===== config.mk =====
export PLATFORM = sky130hd
export DESIGN_NAME = enigma_rotor_stage
export DESIGN_NICKNAME = d
export VERILOG_FILES = /design/src/rtl/enigma_rotor_stage.sv
export SDC_FILE = /design/constraint.sdc
export NUM_CORES = 1
export LEC_CHECK = 0
export CORE_MARGIN = 2
export CORE_UTILIZATION = 35
export CTS_CLUSTER_SIZE = 30
export DETAILED_ROUTE_END_ITERATION = 10
export GPL_ROUTABILITY_DRIVEN = 0
export PLACE_DENSITY = 0.51
export SLEW_MARGIN = 20
export SYNTH_ARGS = -nofsm -noshare
export SYNTH_HDL_FRONTEND = slang
export SYNTH_SLANG_ARGS = --single-unit

===== constraint.sdc =====
create_clock -name clk -period 8.7 [get_ports clk]
set_input_delay 1.74 -clock clk [delete_from_list [all_inputs] [get_ports clk]]
set_output_delay 1.74 -clock clk [all_outputs]
set_load 0.05 [all_outputs]

===== src/rtl/enigma_rotor_stage.sv =====
// Programmable Enigma rotor: forward/inverse wiring lookup, stepping with notch carry.
// Two-cycle lookup pipeline at one symbol per cycle; in_ready is low only while the table is being wiped.
module enigma_rotor_stage #(
    parameter int N_SYM     = 26,
    parameter int W         = 5,
    parameter int NOTCH_RST = 21
) (
    input  logic         clk,
    input  logic         rst,
    input  logic         clear_req,
    input  logic         cfg_we,
    input  logic [W-1:0] cfg_idx,
    input  logic [W-1:0] cfg_val,
    input  logic         cfg_pos_we,
    input  logic [W-1:0] cfg_pos,
    input  logic [W-1:0] cfg_ring,
    input  logic [W-1:0] cfg_notch,
    output logic         cfg_err,
    input  logic         step_in,
    output logic         carry_out,
    input  logic         in_valid,
    output logic         in_ready,
    input  logic         in_dir,
    input  logic [W-1:0] in_sym,
    output logic         out_valid,
    output logic [W-1:0] out_sym,
    output logic         out_err,
    output logic [W-1:0] pos
);
    localparam logic [W:0]   N_W1 = (W+1)'(N_SYM);
    localparam logic [W-1:0] N_M1 = W'(N_SYM - 1);
    localparam logic [W-1:0] ONE  = W'(1);

    typedef enum logic {ST_CLEAR, ST_RUN} state_t;

    function automatic logic sym_ok(input logic [W-1:0] s);
        return (s != '0) && ({1'b0, s} <= N_W1);
    endfunction

    function automatic logic zb_ok(input logic [W-1:0] s);
        return {1'b0, s} < N_W1;
    endfunction

    function automatic logic [W-1:0] add_mod(input logic [W-1:0] a, input logic [W-1:0] b);
        logic [W:0] s;
        s = {1'b0, a} + {1'b0, b};
        if (s >= N_W1) s = s - N_W1;
        return s[W-1:0];
    endfunction

    function automatic logic [W-1:0] sub_mod(input logic [W-1:0] a, input logic [W-1:0] b);
        logic [W:0] s;
        s = {1'b0, a} - {1'b0, b};
        if (a < b) s = s + N_W1;
        return s[W-1:0];
    endfunction

    state_t         state_q, state_d;
    logic [W-1:0]   clr_cnt_q, clr_cnt_d;
    logic [W-1:0]   pos_q, ring_q, notch_q;
    logic           carry_q, cfg_err_q;
    logic [W-1:0]   fwd_q [N_SYM];
    logic [W-1:0]   inv_q [N_SYM];
    logic           fwd_vld_q [N_SYM];
    logic           inv_vld_q [N_SYM];

    logic           s1_vld_q, s1_dir_q, s1_err_q;
    logic [W-1:0]   s1_idx_q, s1_off_q;
    logic           out_vld_q, out_err_q;
    logic [W-1:0]   out_sym_q;

    always_comb begin
        state_d   = state_q;
        clr_cnt_d = clr_cnt_q;
        in_ready  = 1'b0;
        case (state_q)
            ST_CLEAR: begin
                if (clr_cnt_q == N_M1) begin
                    state_d   = ST_RUN;
                    clr_cnt_d = '0;
                end else begin
                    clr_cnt_d = clr_cnt_q + ONE;
                end
            end
            default: begin
                in_ready = 1'b1;
                if (clear_req) begin
                    state_d   = ST_CLEAR;
                    clr_cnt_d = '0;
                end
            end
        endcase
    end

    always_ff @(posedge clk) begin
        if (rst) begin
            state_q   <= ST_CLEAR;
            clr_cnt_q <= '0;
        end else begin
            state_q   <= state_d;
            clr_cnt_q <= clr_cnt_d;
        end
    end

    logic run, wr_ok, pos_ok;
    assign run    = (state_q == ST_RUN);
    assign wr_ok  = sym_ok(cfg_idx) && sym_ok(cfg_val);
    assign pos_ok = zb_ok(cfg_pos) && zb_ok(cfg_ring) && zb_ok(cfg_notch);

    // Wiring data is never reset; only the valid bits matter and CLEAR wipes them.
    always_ff @(posedge clk) begin
        if (!run) begin
            fwd_vld_q[clr_cnt_q] <= 1'b0;
            inv_vld_q[clr_cnt_q] <= 1'b0;
        end else if (!rst && cfg_we && wr_ok) begin
            fwd_q[cfg_idx - ONE]     <= cfg_val - ONE;
            inv_q[cfg_val - ONE]     <= cfg_idx - ONE;
            fwd_vld_q[cfg_idx - ONE] <= 1'b1;
            inv_vld_q[cfg_val - ONE] <= 1'b1;
        end
    end

    always_ff @(posedge clk) begin
        if (rst) begin
            pos_q     <= '0;
            ring_q    <= '0;
            notch_q   <= W'(NOTCH_RST);
            carry_q   <= 1'b0;
            cfg_err_q <= 1'b0;
        end else begin
            carry_q   <= 1'b0;
            cfg_err_q <= run && ((cfg_we && !wr_ok) || (cfg_pos_we && !pos_ok));
            if (run && cfg_pos_we) begin
                if (pos_ok) begin
                    pos_q   <= cfg_pos;
                    ring_q  <= cfg_ring;
                    notch_q <= cfg_notch;
                end
            end else if (step_in) begin
                pos_q   <= (pos_q == N_M1) ? '0 : pos_q + ONE;
                carry_q <= (pos_q == notch_q);
            end
        end
    end

    logic         acc, in_ok;
    logic [W-1:0] off, idx;
    assign acc   = in_valid && in_ready;
    assign in_ok = sym_ok(in_sym);
    assign off   = sub_mod(pos_q, ring_q);
    assign idx   = in_ok ? add_mod(in_sym - ONE, off) : '0;

    logic [W-1:0] rd_val;
    logic         rd_vld, s2_err;
    assign rd_val = s1_dir_q ? inv_q[s1_idx_q] : fwd_q[s1_idx_q];
    assign rd_vld = s1_dir_q ? inv_vld_q[s1_idx_q] : fwd_vld_q[s1_idx_q];
    assign s2_err = s1_err_q || !rd_vld;

    always_ff @(posedge clk) begin
        if (rst) begin
            s1_vld_q  <= 1'b0;
            s1_dir_q  <= 1'b0;
            s1_err_q  <= 1'b0;
            s1_idx_q  <= '0;
            s1_off_q  <= '0;
            out_vld_q <= 1'b0;
            out_err_q <= 1'b0;
            out_sym_q <= '0;
        end else begin
            s1_vld_q  <= acc;
            s1_dir_q  <= in_dir;
            s1_err_q  <= !in_ok;
            s1_idx_q  <= idx;
            s1_off_q  <= off;
            out_vld_q <= s1_vld_q;
            out_err_q <= s1_vld_q && s2_err;
            out_sym_q <= (s1_vld_q && !s2_err) ? sub_mod(rd_val, s1_off_q) + ONE : '0;
        end
    end

    assign cfg_err   = cfg_err_q;
    assign carry_out = carry_q;
    assign out_valid = out_vld_q;
    assign out_sym   = out_sym_q;
    assign out_err   = out_err_q;
    assign pos       = pos_q;
endmodule

==> flow_metrics.py, run 1 <==
# Generated from Yosys and OpenROAD reports
metrics = {
    "worst_setup_path": {
        "worst_ep_required_time_ns": 8.86,
        "worstPathArrival_ns": 6.32,
        "rr_worst_depth": 17,
        "crit_path_max_incr_delay_ns": 0.86,
        "r2r_slack_ns": 3.20,
        "start_kind": "input pin",
        "critPathKind": "input pin to flop",
    },
    "floorplanning": {
        "n_tap_cell": 600,
        "num_rows": 78,
        "dieHeight_um": 218,
        "core_area_um2": 45300,
    },
    "synthesis": {
        "fa_ha_area_share_pct": 3.19,
        "ys_sh_aoi_pct": 6.35,
        "ys_cells": 1101,
        "xor_area_share_pct": 1.31,
        "numSynthFlops": 355,
        "fp_nets": 1178,
        "top_cell_area_share_pct": 58.5,
        "largest_area_cell": "edfxtp_1",
        "synth_async_sr_flop_share_pct": 0,
        "topCellsByArea": "edfxtp_1 59%, mux4_2 9.8%, dfxtp_1 5.4%, nor2_1 3.8%, ha_1 2.8%",
        "synth.mux.area_fraction_pct": 13.7,
        "ys_chip_area_um2": 16000,
    },
    "power_and_ir_drop": {
        "p_int_w": 0.00338,
        "p_sw_share_pct": 27.8,
        "comb_power_share_pct": 21.9,
        "comb-power_w": 0.00103,
        "leakagePower_nw": 5.96,
    },
    "placed_design": {
        "io_buffers": 52,
    },
    "flow_run": {
        "cap_violations": 0,
        "tool_warnings": 38,
    },
    "global_routing": {
        "grt_pass1_vias": 9478,
        "grt_start_max_net_pins": 45,
        "grt_pass1_wl_um": 58200,
        "overflow": 0,
    },
    "worst_hold_path": {
        "hold_start": "s1_err_q$_SDFF_PP0_",
        "worstHoldPathType": "flop to flop",
        "holdPathStages": 1,
    },
    "sta": {
        "fin_crit_sh_pct": 70.8,
        "period_minus_slack_ns": 6.16,
        "relSlewSlack_pct": 28.4,
        "slew_viol_final": 0,
        "rsz0062_at_grt": "false",
    },
    "finish": {
        "n_all_inverters": 45,
        "diodes": 0,
        "n_clock_buffer": 47,
        "nFlopsAndLatches": 355,
        "area_growth_pct": 15.6,
    },
    "clock_tree": {
        "tritoncts": "built",
        "htree_num_levels": 2,
        "cts-resized-gates": 0,
        "cts-root-buf": "clkbuf_16",
    },
    "detailed_routing": {
        "firstDrtPassIters": 5,
        "drtIter0Drc": 711,
    },
    "outcome": {
        "status": "complete, no violations",
    },
}
[run 1: layer usage]
layer / routed length (um) / up-vias / GRT usage, %
met1: 16900 / 4735 / 21.7
met5: 0 / - / 0
met3: 2010 / 41 / 2.89
met4: 633 / 0 / 3.92
li1: - / 4329 / -
met2: 19100 / 216 / 28.0
[run 1: stage by stage]
step / util (%) / std cells / hold WS (ns) / instance area, um^2
floorplan: - / 1101 / 0.442 / 16000
global placement: 37.9 / 1714 / 0.450 / 17200
detailed placement: 37.9 / 1714 / 0.453 / 17200
CTS: 40.9 / 1785 / 0.467 / 18500
global route: 40.9 / 1785 / 0.488 / 18500
finish: 40.9 / 1785 / 0.463 / 18500
run_1/gates.png
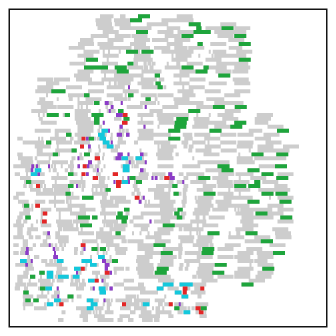
[non-inverting ao/oa cells] red | cells: 29 | most used: a21o_1
[fa/ha/maj cells] cyan | cells: 39 | most used: ha_1
[nand cells] purple | cells: 74 | most used: nand2_1
[mux cells] green | cells: 128 | most used: mux4_2 | where: spread over the die
Final Instance Count excl. Fillers: 1,785
Top cell excl fill/tap: edfxtp_1
Comb area share: 29.1%

run_1/m3.png
Scale bar: 50 um.
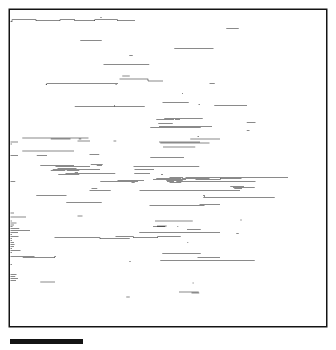
nets with wire on the layer: 91
share of all routed wire: 5.2%
wire length on this layer: 2,010 um
WL final: 38,600 um
routed via count: 9,321
met3 usage: 2.89%

run_1/ff_map.png
Other sequential cells in the stronger gray, the rest of the logic in the fainter gray.
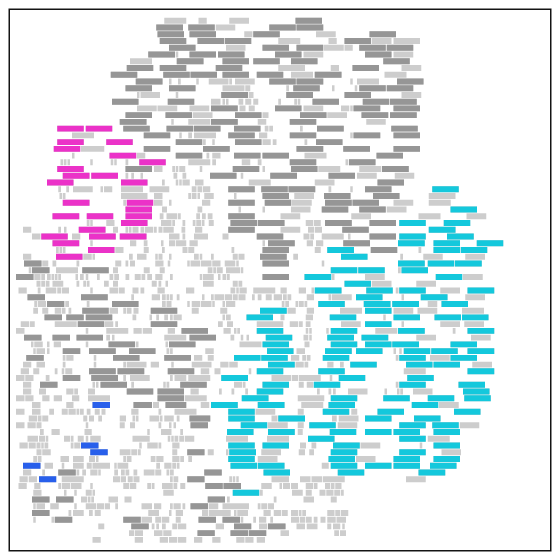
[pos] blue | placed flops: 5 | where: lower left
[inv_vld_q] magenta | placed flops: 26
[fwd_q] cyan | placed flops: 130
not colored: 194

run_1/congestion_map.png
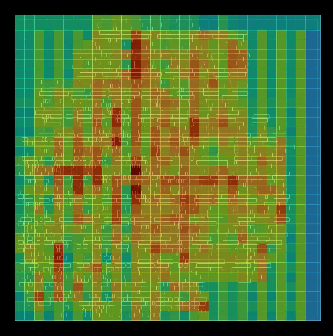

==> run 1 -> run 2 <==
--- a/config.mk
+++ b/config.mk
@@ -10,7 +10,7 @@
 export CTS_CLUSTER_SIZE = 30
 export DETAILED_ROUTE_END_ITERATION = 10
 export GPL_ROUTABILITY_DRIVEN = 0
-export PLACE_DENSITY = 0.51
+export PLACE_DENSITY = 0.53
 export SLEW_MARGIN = 20
 export SYNTH_ARGS = -nofsm -noshare
 export SYNTH_HDL_FRONTEND = slang
==> constraint.sdc (replaced) <==
create_clock -name clk -period 5.46 [get_ports clk]
set_input_delay 1.092 -clock clk [delete_from_list [all_inputs] [get_ports clk]]
set_output_delay 1.092 -clock clk [all_outputs]
set_load 0.05 [all_outputs]
run_2/congestion_map.png
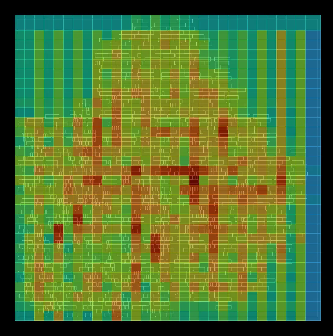
Layout Utilization: 41.1%
met2 GRT Util: 26.1%
met3 usage: 2.72%
GRT Total Usage: 16.2%

==> run 2 against run 1 <==
Compared with the run above:
- via count rose by 1.1%
- global-route usage fell by 0.23 points
- wire length fell by 2.4%
- critical path depth rose by 3
- count of clock-buffer cells in the layout rose by 9
- clock skew rose by 0.0011 ns
- worst setup slack got worse by 1.8 ns
- sequential share of layout area fell by 0.34 points
- first-iteration DRC count fell by 4.1%
- sequential power rose by about 60%
- highest routed layer unchanged
==> flow_metrics.py, run 2 <==
# Generated from Yosys and OpenROAD reports
metrics = {
    "power_and_ir_drop": {
        "p_int_w": 0.00533,
        "comb-power_w": 0.00165,
        "powerDensity_nw_per_um2": 401,
        "comb_power_share_pct": 22.1,
        "leakagePower_nw": 6.04,
        "switchingPower_w": 0.00214,
        "finalPower_w": 0.00747,
        "p_sw_share_pct": 28.6,
    },
    "synthesis": {
        "ys_chip_area_um2": 16000,
        "top_cell_area_share_pct": 58.5,
        "largest_area_cell": "edfxtp_1",
        "fp_nets": 1178,
        "synth_async_sr_flop_share_pct": 0,
        "ys_cells": 1101,
        "numSynthFlops": 355,
        "topCellsByArea": "edfxtp_1 59%, mux4_2 9.8%, dfxtp_1 5.4%, nor2_1 3.8%, ha_1 2.8%",
    },
    "floorplanning": {
        "num_rows": 78,
        "n_tap_cell": 600,
        "dieHeight_um": 218,
        "core_area_um2": 45300,
    },
    "sta": {
        "worst_slew_pin_slew_ns": 1.03,
        "fin_crit_sh_pct": 87.0,
        "hold_viol_final": 0,
        "relSlewSlack_pct": 31.2,
        "slew_viol_final": 0,
        "holdWs_ns": 0.467,
        "rsz0062_at_grt": "false",
        "period_minus_slack_ns": 4.75,
    },
    "worst_setup_path": {
        "rr_worst_depth": 13,
        "worstPathArrival_ns": 5.25,
        "r2r_slack_ns": 0.71,
        "crit_path_max_incr_delay_ns": 0.67,
        "critPathKind": "flop to flop",
        "worst_ep_required_time_ns": 5.96,
        "start_kind": "flop",
        "timing.rr.end": "out_sym[4]$_SDFF_PP0_",
    },
    "placed_design": {
        "place_inst": 1728,
        "io_buffers": 52,
        "dpl-instance-area_um2": 17300,
    },
    "clock_tree": {
        "cts-root-buf": "clkbuf_16",
        "cts-resized-gates": 0,
        "htree_num_levels": 2,
        "clock_latency_ns": 0.56,
        "tritoncts": "built",
    },
    "outcome": {
        "status": "complete, no violations",
    },
    "finish": {
        "n_clock_buffer": 56,
        "nFlopsAndLatches": 355,
        "diodes": 0,
        "lay_top_count": "edfxtp_1",
        "fin_area_um2": 18600,
        "n_all_inverters": 45,
        "final_cells": 1804,
        "area_growth_pct": 16.4,
        "comb_share_pct": 29.0,
    },
    "detailed_routing": {
        "wl_um": 37600,
        "drtIter0Drc": 682,
        "remaining_drc_errors": 0,
        "firstDrtPassIters": 5,
        "via_count": 9427,
    },
    "global_routing": {
        "grt.busiest_layer": "met2",
        "grt_pass1_wl_um": 57400,
        "overflow": 0,
        "grt_start_max_net_pins": 36,
        "grt_use_met1_pct": 21.8,
        "grt_pass1_vias": 9503,
    },
    "flow_run": {
        "cap_violations": 0,
        "tool_warnings": 38,
    },
    "worst_hold_path": {
        "hold_start": "s1_err_q$_SDFF_PP0_",
        "holdPathStages": 1,
        "worstHoldPathType": "flop to flop",
    },
}
run_2/m2.png
Cells faint in the background.
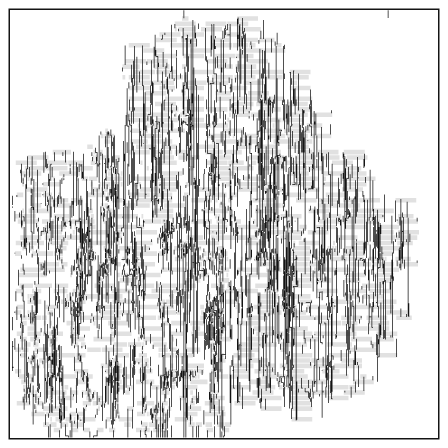
wire length on this layer: 18,000 um
nets with wire on the layer: 1,089
share of all routed wire: 48%
main direction: vertical

## run 2: cells by family (layout without fill, tap and decap cells)
kind of cell / Yosys count / in the layout / share of synthesized area (%)
DFF: 355 / 355 / 63.9
muxes: 128 / 128 / 13.7
adders and majority gates: 39 / 39 / 3.19
buffers and inverters: 95 / 198 / 2.49
and+or+nand+nor: 312 / 312 / 9.07
AOI/OAI and AO/OA: 148 / 148 / 6.35
xor gates and xnor gates: 24 / 24 / 1.31
## run 2: metal layers
| layer | part of all wire [%] | up-vias | routed length (um) |
|---|---|---|---|
| li1 | - | 4363 | - |
| met1 | 44 | 4753 | 16600 |
| met2 | 48 | 238 | 18000 |
| met3 | 4.8 | 73 | 1800 |
| met4 | 3.1 | 0 | 1180 |
| met5 | 0 | - | 0 |
run_2/m3.png
Scale bar: 50 um.
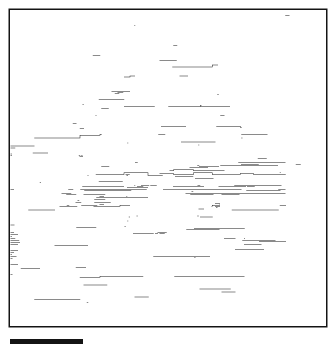

==> run 2 -> run 3 <==
--- a/config.mk
+++ b/config.mk
@@ -10,6 +10,7 @@
 export CTS_CLUSTER_SIZE = 30
 export DETAILED_ROUTE_END_ITERATION = 10
 export GPL_ROUTABILITY_DRIVEN = 0
+export MAX_ROUTING_LAYER = met4
 export PLACE_DENSITY = 0.53
 export SLEW_MARGIN = 20
 export SYNTH_ARGS = -nofsm -noshare
run_3/m3.png
Scale bar: 50 um.
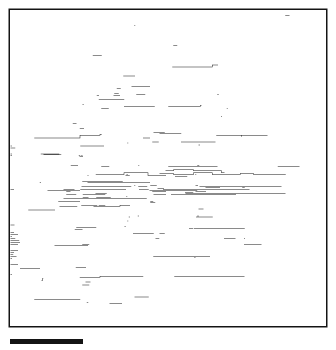
main direction: horizontal
nets with wire on the layer: 96
share of all routed wire: 4.5%
longest straight run: 68.5 um

==> run 3 against run 2 <==
Compared with the run above:
- via count fell by 0.19%
- register-to-register slack got worse by 0.05 ns
- sequential cell count did not move
- wire length barely moved
- area after synthesis did not move
- first-iteration DRC count rose by 2.9%
- global-route usage rose by 0.48 points
- largest cell class unchanged
- worst setup slack got worse by 0.051 ns
- die area did not move
- power barely moved
- clock skew fell by 0.00072 ns
- clock power barely moved
- critical path type unchanged
==> flow_metrics.py, run 3 <==
# Generated from Yosys and OpenROAD reports
metrics = {
    "outcome": {
        "status": "complete, no violations",
    },
    "synthesis": {
        "fp_nets": 1178,
        "numSynthFlops": 355,
        "ys_chip_area_um2": 16000,
        "yosysUniqueCellTypes": 67,
        "logic_family": "multiplexers",
        "xor_area_share_pct": 1.31,
        "synth.mux.area_fraction_pct": 13.7,
        "ys_cells": 1101,
        "top_cell_area_share_pct": 58.5,
        "flop_cell": "edfxtp_1",
        "yosys.area_share.simple_pct": 9.07,
        "ys_sh_aoi_pct": 6.35,
        "fa_ha_area_share_pct": 3.19,
        "largest_area_cell": "edfxtp_1",
        "topCellsByArea": "edfxtp_1 59%, mux4_2 9.8%, dfxtp_1 5.4%, nor2_1 3.8%, ha_1 2.8%",
        "synth_async_sr_flop_share_pct": 0,
    },
    "global_routing": {
        "grt_usage_pct": 16.6,
        "grt.busiest_layer": "met2",
        "overflow": 0,
        "grt_pass1_wl_um": 57400,
        "grt_use_met1_pct": 21.8,
        "antenna_found_initial": 0,
        "grt_start_max_net_pins": 36,
        "gr-usage-met3_pct": 2.66,
        "grt_pass1_vias": 9485,
    },
    "floorplanning": {
        "num_rows": 78,
        "core_area_um2": 45300,
        "n_tap_cell": 600,
        "dieHeight_um": 218,
    },
    "worst_setup_path": {
        "rr_worst_depth": 13,
        "worstPathArrival_ns": 5.30,
        "crit_path_max_incr_delay_ns": 0.67,
        "timing.rr.end": "out_sym[4]$_SDFF_PP0_",
        "critPathKind": "flop to flop",
        "start_kind": "flop",
        "worst_ep_required_time_ns": 5.96,
        "r2r_slack_ns": 0.66,
    },
    "finish": {
        "nFlopsAndLatches": 355,
        "n_clock_buffer": 56,
        "n_all_inverters": 45,
        "diodes": 0,
        "area_growth_pct": 16.4,
        "comb_share_pct": 29.0,
        "lay_top_count": "edfxtp_1",
    },
    "clock_tree": {
        "tritoncts": "built",
        "cts-buffers-inserted": 41,
        "htree_num_levels": 2,
        "clock_latency_ns": 0.56,
        "cts.sinks": 355,
        "post_cts_buffers": 0,
        "cts-resized-gates": 0,
    },
    "worst_hold_path": {
        "worstHoldPathType": "flop to flop",
        "hold_start": "s1_err_q$_SDFF_PP0_",
        "holdPathStages": 1,
    },
    "detailed_routing": {
        "maxUsedRoutingLayer": "met4",
        "wl_met2_um": 17900,
        "firstDrtPassIters": 5,
        "drt-met1-wl_um": 16900,
        "met3_length_um": 1680,
        "remaining_drc_errors": 0,
        "drtIter0Drc": 702,
    },
    "sta": {
        "fin_crit_sh_pct": 87.9,
        "worst_slew_pin_slew_ns": 1.03,
        "relSlewSlack_pct": 31.4,
        "rsz0062_at_grt": "false",
        "period_minus_slack_ns": 4.80,
        "slew_viol_final": 0,
        "hold_viol_final": 0,
    },
    "power_and_ir_drop": {
        "powerDensity_nw_per_um2": 401,
        "leakagePower_nw": 6.04,
    },
    "flow_run": {
        "cap_violations": 0,
        "tool_warnings": 38,
    },
    "placed_design": {
        "io_buffers": 52,
    },
}
run_3/m2.png
Cells faint in the background.
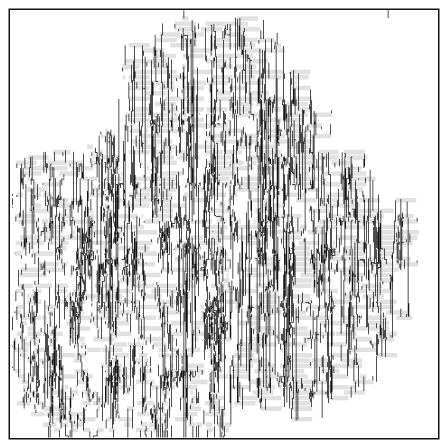
longest straight run: 79.7 um
nets with wire on the layer: 1,088
share of all routed wire: 48%
wire length on this layer: 17,900 um
met2 GRT Util: 26.1%
routed via count: 9,409
WL final: 37,700 um

run 3: cell counts after synthesis:
Identical to the previous run, type by type.
run 3: power breakdown:
group	leakage (nW)	total [W]	internal (W)	switching [W]
clock network	0.666	0.00275	0.00164	0.00110
logic	2.26	0.00165	0.000699	0.000952
registers	3.12	0.00307	0.00299	0.0000794
run 3: through the flow:
stage | total power [W] | instances | area (um^2) | hold slack (ns)
global route | 0.00780 | 1804 | 18600 | 0.489
floorplan | 0.00428 | 1101 | 16000 | 0.442
detailed placement | 0.00478 | 1728 | 17300 | 0.457
finish | 0.00747 | 1804 | 18600 | 0.467
CTS | 0.00755 | 1804 | 18600 | 0.474
global placement | 0.00478 | 1728 | 17300 | 0.458
No activity file was given, so power comes from the tool's default toggle rates.
